==> run_1/clocks.png <==
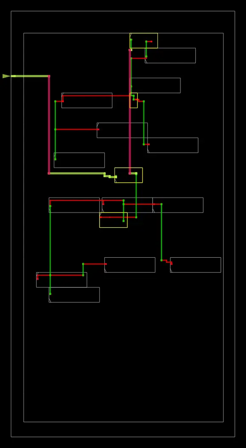
==> run_1/placement_by_type.png <==
Scale bar: 10 um.
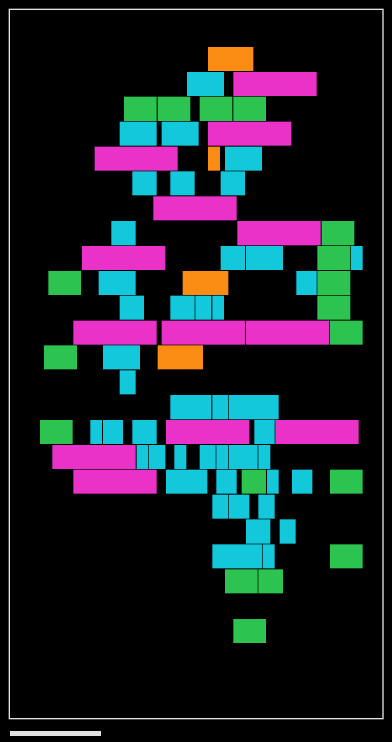
==> run_1/wires.png <==
Two of the layers only.
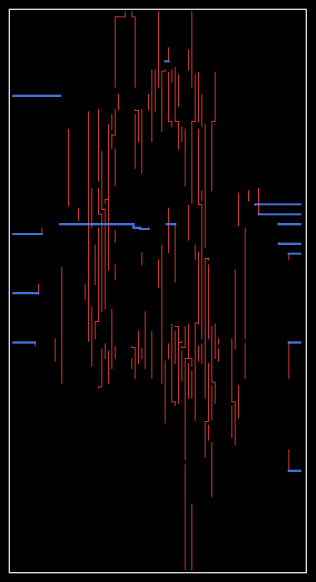
### config.mk
export PLATFORM = sky130hd
export DESIGN_NAME = piso_serializer
export DESIGN_NICKNAME = d
export VERILOG_FILES = /design/src/rtl/piso_serializer.sv
export SDC_FILE = /design/constraint.sdc
export NUM_CORES = 1
export LEC_CHECK = 0
export CAP_MARGIN = 20
export CORE_ASPECT_RATIO = 2
export CORE_MARGIN = 2
export CORE_UTILIZATION = 25
export CTS_CLUSTER_SIZE = 8
export DETAILED_ROUTE_END_ITERATION = 10
export SYNTH_ARGS = -nofsm -noshare
export SYNTH_HDL_FRONTEND = slang
export SYNTH_SLANG_ARGS = --single-unit
### constraint.sdc
create_clock -name clk -period 2.66 [get_ports clk]
set_input_delay 0.532 -clock clk [delete_from_list [all_inputs] [get_ports clk]]
set_output_delay 0.532 -clock clk [all_outputs]
set_load 0.02 [all_outputs]
### src/rtl/piso_serializer.sv
// Parallel-in/serial-out shifter with valid/ready load, shift_en-qualified bit rate,
// selectable bit order and gap-free back-to-back streaming.
module piso_serializer #(
    parameter int unsigned WIDTH      = 8,
    parameter bit          MSB_FIRST  = 1'b1,
    parameter bit          IDLE_LEVEL = 1'b0
) (
    input  logic             clk,
    input  logic             rst,
    input  logic             load_valid,
    output logic             load_ready,
    input  logic [WIDTH-1:0] data_in,
    input  logic             shift_en,
    output logic             serial_out,
    output logic             serial_valid,
    output logic             busy,
    output logic             done
);

    localparam int unsigned   CW       = (WIDTH > 1) ? $clog2(WIDTH) : 1;
    localparam logic [CW-1:0] CNT_LAST = CW'(WIDTH - 1);

    typedef enum logic {
        IDLE,
        SHIFT
    } state_t;

    state_t           state_q, state_d;
    logic [WIDTH-1:0] shreg_q, shreg_d;
    logic [CW-1:0]    cnt_q,   cnt_d;
    logic             done_q,  done_d;
    logic             accept;

    always_ff @(posedge clk or posedge rst) begin
        if (rst) begin
            state_q <= IDLE;
            shreg_q <= '0;
            cnt_q   <= '0;
            done_q  <= 1'b0;
        end else begin
            state_q <= state_d;
            shreg_q <= shreg_d;
            cnt_q   <= cnt_d;
            done_q  <= done_d;
        end
    end

    always_comb begin
        state_d = state_q;
        shreg_d = shreg_q;
        cnt_d   = cnt_q;
        done_d  = 1'b0;
        accept  = load_valid && load_ready;
        case (state_q)
            IDLE: begin
                if (accept) begin
                    shreg_d = data_in;
                    cnt_d   = CNT_LAST;
                    state_d = SHIFT;
                end
            end
            SHIFT: begin
                if (shift_en) begin
                    if (cnt_q != '0) begin
                        if (MSB_FIRST) begin
                            shreg_d = {shreg_q[WIDTH-2:0], 1'b0};
                        end else begin
                            shreg_d = {1'b0, shreg_q[WIDTH-1:1]};
                        end
                        cnt_d = cnt_q - CW'(1);
                    end else begin
                        // Last bit consumed: a word accepted on this same edge streams on with no gap.
                        done_d = 1'b1;
                        if (accept) begin
                            shreg_d = data_in;
                            cnt_d   = CNT_LAST;
                        end else begin
                            state_d = IDLE;
                        end
                    end
                end
            end
            default: state_d = IDLE;
        endcase
    end

    always_comb begin
        load_ready   = (state_q == IDLE) ||
                       ((state_q == SHIFT) && (cnt_q == '0) && shift_en);
        serial_valid = (state_q == SHIFT);
        busy         = (state_q == SHIFT);
        done         = done_q;
        if (state_q == SHIFT) begin
            serial_out = MSB_FIRST ? shreg_q[WIDTH-1] : shreg_q[0];
        end else begin
            serial_out = IDLE_LEVEL;
        end
    end

endmodule
==> impl_metrics.py, run 1 <==
# Metrics from the implementation run
metrics = {
    "critical_path": {
        "slowest_stage": "clkdlybuf4s50_1",
        "crit_buf_inv": 3,
        "critPathMaxFanout": 2,
        "crit-reg2reg-launch": "cnt_q[0]$_DFFE_PP0P_",
        "reg2reg_to": "shreg_q[4]$_DFFE_PP0P_",
        "setup.worst_path.start": "shift_en",
        "crit_chain": "clkdlybuf4s50_1, inv_1, o21ai_0, clkdlybuf4s50_1",
        "critPathLaunchType": "input pin",
        "cp_top_family": "buffers and inverters",
        "crit_top_cell": "clkdlybuf4s50_1",
        "rrSetupSlack_ns": 0.99,
        "cp.arrival_ns": 1.92,
        "crit_path_end": "load_ready",
        "cp.depth": 4,
        "reg2reg_depth": 6,
        "crit_type": "input pin to primary output",
    },
    "clock_network": {
        "post_cts_buffers": 0,
        "postCtsHoldBufs": 0,
        "htree_levels": 1,
        "clkLatencyLatePin_ns": 0.24,
        "path_clk_slew_ns": 0.06,
        "cts_tree": "done",
        "cts_max_path_buffers": 2,
        "cts-root-buf": "clkbuf_8",
    },
    "final_timing": {
        "slew_violations": 0,
        "fin_ws_ns": 0.208,
        "whs_ns": 0.487,
        "period_used_pct": 92.2,
        "skew_ns": 0.00286,
        "fmax_mhz": 408,
        "slew_headroom_pct": 65.9,
        "hold_viol": 0,
        "setup_viol": 0,
        "rsz0062_at_grt": "false",
        "layout_min_cycle_time_ns": 2.45,
    },
    "synth": {
        "synthArstFlopShare_pct": 100,
        "netlist_top_cells_area": "dfrtp_1 (48%), o221a_1 (12%), nand3b_1 (6.7%), inv_1 (3.9%), ha_1 (3.7%)",
        "yosys.area.top_type": "dfrtp_1",
        "ys_sh_mux_pct": 2.23,
        "yosysChipArea_um2": 674,
        "ys_cells": 61,
        "syn_inst": 61,
        "post-synth-top-area-fraction_pct": 48.2,
        "floorplan.nets": 75,
        "yosys.cell_types.count": 23,
        "top_logic_kind": "AND-OR/OR-AND gates",
        "edf_count": 0,
        "common_cells": "dfrtp_1 (13), inv_1 (7), o221a_1 (7), nand3b_1 (6)",
        "ys_dominant_reg_cell": "dfrtp_1",
        "adder_share_pct": 3.71,
        "mappedNetlistArea_um2": 674,
        "syn_area_per_cell_um2": 11.1,
        "synth_warnings": 0,
        "yosysSeqAreaShare_pct": 48.2,
        "ys_sh_simple_pct": 15.4,
    },
    "detailed_routing": {
        "drt_iter0_drc": 37,
        "vias": 527,
        "ant_nets": 0,
        "top_layer_used": "met4",
        "wl_met1_um": 569,
        "routed_wl_um": 1450,
        "viasPerCell": 4.93,
        "wl_per_cell_um": 13.6,
        "routed-wl-met3_um": 53,
        "first_pass_iters": 4,
    },
    "finish": {
        "utilization_pct": 35.1,
        "diodes": 0,
        "finalNetCount": 94,
        "instances_no_fill": 107,
        "comb_share_pct": 32.7,
        "ff_count": 13,
        "comb_area_um2": 295,
        "area_growth_syn_to_layout_pct": 33.8,
        "clkCellAreaFrac_pct": 4.99,
        "comb_cells": 37,
        "layout.nonclk_buf_share_pct": 19.4,
        "drive_gt1_share_pct": 8.86,
    },
    "run_status": {
        "status": "finished clean",
    },
    "worst_hold_path": {
        "hp-start": "cnt_q[2]$_DFFE_PP0P_",
        "whs_path_depth": 1,
        "whs_endpoint": "cnt_q[2]$_DFFE_PP0P_",
        "hold_path_class": "flip-flop to flip-flop",
    },
    "floorplan": {
        "die_y_um": 77.5,
        "core_area_um2": 2570,
        "taps": 28,
        "fp-utilization_pct": 26.2,
        "chip_area_um2": 3150,
        "die_w_um": 40.7,
    },
    "power_and_ir_drop": {
        "leakagePower_nw": 0.379,
        "netSwitchingFraction_pct": 32.5,
        "p_seq_mw": 0.316,
        "power_leader": "combinational cells",
        "p_int_mw": 0.559,
        "p_sw_mw": 0.269,
        "powerDensity_nw_per_um2": 919,
        "power_combinational_mw": 0.334,
        "pwr-share-seq_pct": 38.2,
        "clockPowerShare_pct": 21.5,
        "p_comb_share_pct": 40.3,
        "power_mw": 0.829,
        "vdd_drop_max_mv": 0.297,
    },
    "global_routing": {
        "use_met3_pct": 2.57,
        "grt_pass1_wl_um": 2420,
        "grt_max_degree": 14,
        "antenna_found_initial": 0,
        "grt-busiest-layer": "met2",
        "grt_usage_pct": 11.2,
        "overflow": 0,
    },
    "placed_design": {
        "gp_congestion": 0.657,
        "hpwl_um": 1020,
        "dpl.cell_count": 103,
        "port_buffers": 16,
        "dpl-instance-area_um2": 857,
        "dp_worst_setup_slack_ns": 0.185,
    },
    "job": {
        "drv_cap": 0,
        "warnings": 27,
    },
}
-- clocks.png (at the start) --
clock-net power: 0.178 mW
Num CTS Buffers: 3
CTS sink count: 13
clock buf count: 4

-- placement_by_type.png (at the start) --
colour	class	cells	share of their area
cyan	combinational and other logic	44	37%
green	other buffers and delay cells	18	20%
magenta	flops	13	38%
orange	clock drivers and dummy loads	4	5.2%
Final Cell Area: 902 um2
flop share of the area: 36.1%

-- wires.png (at the start) --
colour	layer	wire length
blue	metal 3	53.8 um
red	metal 2	787 um

## run 1: cells in the final DEF, fill, tap and decap left out, drive strengths merged, types with 3 or more instances in the layout
| cell type | synthesis | layout |
|---|---|---|
| inv | 7 | 7 |
| dfrtp | 13 | 13 |
| o21ai | 3 | 3 |
| clkdlybuf4s50 | 0 | 16 |
| nand3b | 6 | 6 |
| clkbuf | 2 | 4 |
| nand3 | 3 | 3 |
| o221a | 7 | 7 |
## run 1: flip-flops by register name, summed over array words and instances, names as in the netlist
signal and flops:
done 1, cnt_q 3, busy 1, shreg_q 8
## run 1: worst reg2reg max path: stages, from the launching register on
cell	delay, ns
dfrtp_1	0.36
inv_1	0.11
ha_1	0.21
nand2b_1	0.08
buf_4	0.19
o21a_1	0.32
o221a_1	0.29
==> run 2, diff against run 1 <==
--- a/config.mk
+++ b/config.mk
@@ -5,12 +5,12 @@
 export SDC_FILE = /design/constraint.sdc
 export NUM_CORES = 1
 export LEC_CHECK = 0
-export CAP_MARGIN = 20
 export CORE_ASPECT_RATIO = 2
 export CORE_MARGIN = 2
 export CORE_UTILIZATION = 25
 export CTS_CLUSTER_SIZE = 8
 export DETAILED_ROUTE_END_ITERATION = 10
+export HOLD_SLACK_MARGIN = 0.15
 export SYNTH_ARGS = -nofsm -noshare
 export SYNTH_HDL_FRONTEND = slang
 export SYNTH_SLANG_ARGS = --single-unit
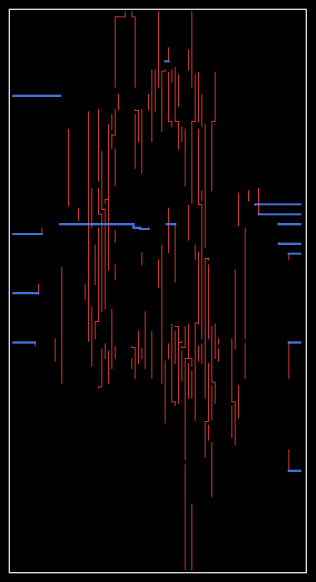
(run_2/wires.png)
Two of the layers only.
colour	layer	wire length
red	metal 2	787 um
blue	metal 3	53.8 um

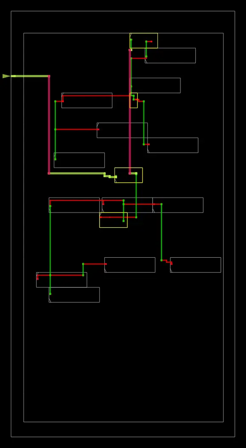
(run_2/clocks.png)
final setup skew: 0.00286 ns
Clock Latency Late Sink: 0.24 ns

==> impl_metrics.py, run 2 <==
# Metrics from the implementation run
metrics = {
    "synth": {
        "top_logic_kind": "AND-OR/OR-AND gates",
        "ys_dominant_reg_cell": "dfrtp_1",
        "ys_sh_simple_pct": 15.4,
        "netlist_top_cells_area": "dfrtp_1 (48%), o221a_1 (12%), nand3b_1 (6.7%), inv_1 (3.9%), ha_1 (3.7%)",
        "mappedNetlistArea_um2": 674,
        "floorplan.nets": 75,
        "yosysChipArea_um2": 674,
        "edf_count": 0,
        "post-synth-top-area-fraction_pct": 48.2,
        "ys_sh_mux_pct": 2.23,
        "syn_area_per_cell_um2": 11.1,
        "syn_inst": 61,
        "ys_cells": 61,
        "yosys.cell_types.count": 23,
        "yosys.area.top_type": "dfrtp_1",
        "synth_warnings": 0,
        "common_cells": "dfrtp_1 (13), inv_1 (7), o221a_1 (7), nand3b_1 (6)",
    },
    "detailed_routing": {
        "viasPerCell": 4.93,
        "routed-wl-met3_um": 53,
        "drt_iter0_drc": 37,
        "ant_nets": 0,
    },
    "power_and_ir_drop": {
        "netSwitchingFraction_pct": 32.5,
        "clockPowerShare_pct": 21.5,
        "p_clk_mw": 0.178,
        "vdd_drop_max_mv": 0.297,
        "p_comb_share_pct": 40.3,
        "p_int_mw": 0.559,
        "leakagePower_nw": 0.379,
        "power_leader": "combinational cells",
        "powerDensity_nw_per_um2": 919,
        "power_mw": 0.829,
        "power_combinational_mw": 0.334,
        "p_sw_mw": 0.269,
    },
    "finish": {
        "instances_no_fill": 107,
        "comb_area_um2": 295,
        "clkbuf_count": 4,
        "finalNetCount": 94,
        "fin_area_um2": 902,
        "clkCellAreaFrac_pct": 4.99,
        "comb_share_pct": 32.7,
        "sh_seq_area_pct": 36.1,
        "layout.nonclk_buf_share_pct": 19.4,
        "lay_top_count": "clkdlybuf4s50_1",
        "diodes": 0,
        "area_growth_syn_to_layout_pct": 33.8,
        "comb_cells": 37,
    },
    "floorplan": {
        "fp-utilization_pct": 26.2,
        "die_y_um": 77.5,
        "core_area_um2": 2570,
    },
    "job": {
        "warnings": 27,
        "drv_cap": 0,
    },
    "clock_network": {
        "cts_tree": "done",
        "postCtsHoldBufs": 0,
        "cts_buffers": 3,
        "htree_levels": 1,
        "post_cts_buffers": 0,
        "cts_max_path_buffers": 2,
    },
    "critical_path": {
        "crit_buf_inv": 3,
        "crit_top_cell": "clkdlybuf4s50_1",
        "slowest_stage": "clkdlybuf4s50_1",
        "crit_chain": "clkdlybuf4s50_1, inv_1, o21ai_0, clkdlybuf4s50_1",
        "reg2reg_depth": 6,
        "critPathMaxFanout": 2,
        "crit-reg2reg-launch": "cnt_q[0]$_DFFE_PP0P_",
        "critPathLaunchType": "input pin",
        "cp.depth": 4,
        "cp.arrival_ns": 1.92,
        "cp_top_family": "buffers and inverters",
        "crit_type": "input pin to primary output",
    },
    "final_timing": {
        "setup_viol": 0,
        "slew_violations": 0,
        "layout_min_cycle_time_ns": 2.45,
        "period_used_pct": 92.2,
        "fin_ws_ns": 0.208,
        "hold_viol": 0,
        "fmax_mhz": 408,
    },
    "placed_design": {
        "dpl.cell_count": 103,
        "gp_congestion": 0.657,
        "dpl-instance-area_um2": 857,
        "dp_worst_setup_slack_ns": 0.185,
        "hpwl_um": 1020,
        "port_buffers": 16,
    },
    "run_status": {
        "status": "finished clean",
    },
    "global_routing": {
        "overflow": 0,
        "antenna_found_initial": 0,
        "use_met3_pct": 2.57,
        "grt-busiest-layer": "met2",
    },
    "worst_hold_path": {
        "whs_path_depth": 1,
        "hold_path_class": "flip-flop to flip-flop",
    },
}
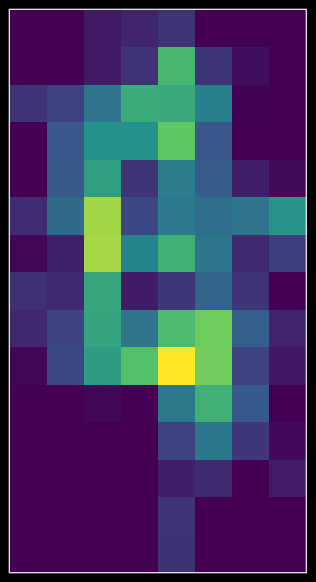
(run_2/metal_density.png)
8 x 15 tiles, from dark purple (low) to yellow (high), scaled to the fullest tile. Values are wire area over tile area, all layers added.
densest ninth of the die	centre
mean over tiles	0.073
fullest tile	0.35
nearly empty tiles	38%
tiles over half the peak	17%
final WL: 1450 um
mean routed wirelength per cell: 13.6 um
detailed-route via count: 527
Total Routing Usage GR: 11.2%

## run 2: cell counts after synthesis
No cell type changed its count.
## run 2: worst paths after layout
check	slack, ns	end
max	0.21	load_ready
min in group asynchronous	0.62	shreg_q[1]$_DFFE_PP0P_
max in group asynchronous	1.70	shreg_q[2]$_DFFE_PP0P_
min	0.49	cnt_q[2]$_DFFE_PP0P_
max reg2reg	0.99	shreg_q[4]$_DFFE_PP0P_
min reg2reg	0.49	cnt_q[2]$_DFFE_PP0P_
## run 2: logic make-up (layout without fill, tap and decap cells)
| logic type | after synthesis | count (layout) |
|---|---|---|
| mux | 1 | 1 |
| flops | 13 | 13 |
| buf+inv | 11 | 29 |
| compound gates | 17 | 17 |
| fa+ha+maj | 2 | 2 |
| simple gates | 17 | 17 |
==> run 3, diff against run 2 <==
--- a/config.mk
+++ b/config.mk
@@ -11,6 +11,7 @@
 export CTS_CLUSTER_SIZE = 8
 export DETAILED_ROUTE_END_ITERATION = 10
 export HOLD_SLACK_MARGIN = 0.15
+export MAX_ROUTING_LAYER = met4
 export SYNTH_ARGS = -nofsm -noshare
 export SYNTH_HDL_FRONTEND = slang
 export SYNTH_SLANG_ARGS = --single-unit
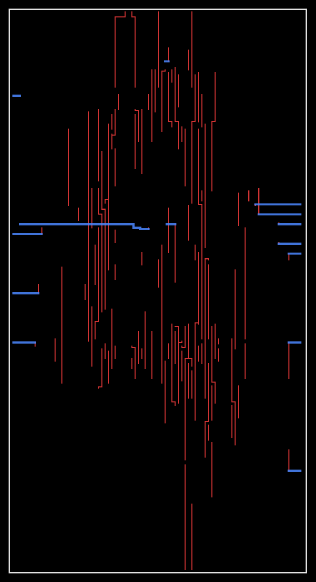
(run_3/wires.png)
Two of the layers only.
colour	layer	wire length
red	metal 2	787 um
blue	metal 3	53.8 um
Total Routing Usage GR: 11.4%

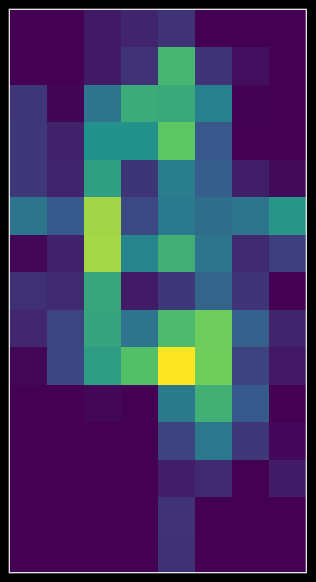
(run_3/metal_density.png)
8 x 15 tiles, from dark purple (low) to yellow (high), scaled to the fullest tile. Values are wire area over tile area, all layers added.
fullest tile	0.35
densest ninth of the die	centre
emptiest ninth of the die	lower left
tiles over half the peak	17%

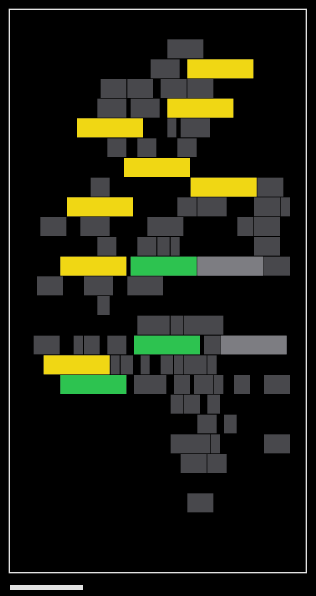
(run_3/flops_by_reg.png)
Scale bar: 10 um. Other sequential cells in the stronger grey, the rest of the logic in the fainter grey.
colour	name in the netlist	placed flops
green	cnt_q	3
yellow	shreg_q	8
not coloured	2
register area: 325 um2
Seq group: 0.316 mW

==> impl_metrics.py, run 3 <==
# Metrics from the implementation run
metrics = {
    "power_and_ir_drop": {
        "powerDensity_nw_per_um2": 919,
        "p_clk_mw": 0.178,
        "p_int_mw": 0.559,
        "clockPowerShare_pct": 21.5,
        "p_comb_share_pct": 40.3,
        "power_leader": "combinational cells",
        "p_sw_mw": 0.269,
        "power_combinational_mw": 0.334,
        "vdd_drop_max_mv": 0.297,
        "power_mw": 0.829,
        "netSwitchingFraction_pct": 32.5,
        "leakagePower_nw": 0.379,
    },
    "synth": {
        "floorplan.nets": 75,
        "common_cells": "dfrtp_1 (13), inv_1 (7), o221a_1 (7), nand3b_1 (6)",
        "ys_cells": 61,
        "ys_dominant_reg_cell": "dfrtp_1",
        "mappedNetlistArea_um2": 674,
        "edf_count": 0,
        "post-synth-top-area-fraction_pct": 48.2,
        "syn_area_per_cell_um2": 11.1,
        "synth_warnings": 0,
        "yosysChipArea_um2": 674,
        "yosys.cell_types.count": 23,
        "syn_inst": 61,
        "netlist_top_cells_area": "dfrtp_1 (48%), o221a_1 (12%), nand3b_1 (6.7%), inv_1 (3.9%), ha_1 (3.7%)",
        "yosys.area.top_type": "dfrtp_1",
    },
    "placed_design": {
        "dp_worst_setup_slack_ns": 0.185,
        "port_buffers": 16,
        "dpl-instance-area_um2": 857,
        "hpwl_um": 1020,
        "gp_congestion": 0.663,
        "dpl.cell_count": 103,
    },
    "final_timing": {
        "slew_headroom_pct": 65.9,
        "layout_min_cycle_time_ns": 2.45,
        "fin_ws_ns": 0.208,
        "slew_violations": 0,
        "setup_viol": 0,
        "period_used_pct": 92.2,
        "hold_viol": 0,
        "skew_ns": 0.00286,
    },
    "finish": {
        "utilization_pct": 35.1,
        "diodes": 0,
        "instances_no_fill": 107,
        "fin_area_um2": 902,
        "lay_top_count": "clkdlybuf4s50_1",
        "area_growth_syn_to_layout_pct": 33.8,
        "largest_reg_flops": 8,
    },
    "detailed_routing": {
        "viasPerCell": 4.93,
        "wl_per_cell_um": 13.6,
        "vias": 527,
        "routed_wl_um": 1450,
    },
    "clock_network": {
        "clkSinkCount": 13,
        "cts_tree": "done",
        "htree_levels": 1,
        "postCtsHoldBufs": 0,
        "post_cts_buffers": 0,
        "clkLatencyLatePin_ns": 0.24,
        "cts_buffers": 3,
        "cts_max_path_buffers": 2,
    },
    "job": {
        "drv_cap": 0,
        "warnings": 27,
    },
    "critical_path": {
        "rrSetupSlack_ns": 0.99,
        "cp_top_family": "buffers and inverters",
        "reg2reg_to": "shreg_q[4]$_DFFE_PP0P_",
        "cp.arrival_ns": 1.92,
        "cp.depth": 4,
        "slowest_stage": "clkdlybuf4s50_1",
        "crit_type": "input pin to primary output",
        "critPathLaunchType": "input pin",
        "critPathMaxFanout": 2,
        "crit_chain": "clkdlybuf4s50_1, inv_1, o21ai_0, clkdlybuf4s50_1",
        "reg2reg_depth": 6,
        "crit_top_cell": "clkdlybuf4s50_1",
        "crit_buf_inv": 3,
        "crit-reg2reg-launch": "cnt_q[0]$_DFFE_PP0P_",
        "crit_path_end": "load_ready",
    },
    "worst_hold_path": {
        "hold_path_class": "flip-flop to flip-flop",
        "whs_endpoint": "cnt_q[2]$_DFFE_PP0P_",
        "whs_path_depth": 1,
    },
    "run_status": {
        "status": "finished clean",
    },
    "floorplan": {
        "core_area_um2": 2570,
        "chip_area_um2": 3150,
        "fp-utilization_pct": 26.2,
        "die_y_um": 77.5,
    },
    "global_routing": {
        "overflow": 0,
        "antenna_found_initial": 0,
    },
}
-- run 3: kinds of logic after synthesis --
logic type	after synthesis	share of synthesized area, %
compound gates	17	22.4
fa+ha+maj	2	3.71
simple gates	17	15.4
buf+inv	11	7.98
flops	13	48.2
mux	1	2.23
-- run 3: area by class of cell --
class | count | area (um2)
fillers | 271 | 1670
well taps | 28 | 35.0
flip-flops and latches | 13 | 325
clock buffers | 4 | 45.0
inverters | 7 | 26.3
multi-input cells | 37 | 295
repair buffers | 18 | 175
-- run 3: layer usage --
metal	GRT usage (%)	vias to the layer above	routed length [um]
met5	-	-	0
met4	8.00	0	40
met3	2.57	4	53
met2	17.5	13	787
met1	12.1	255	569
li1	-	255	-
Power and IR drop assume default switching activity.
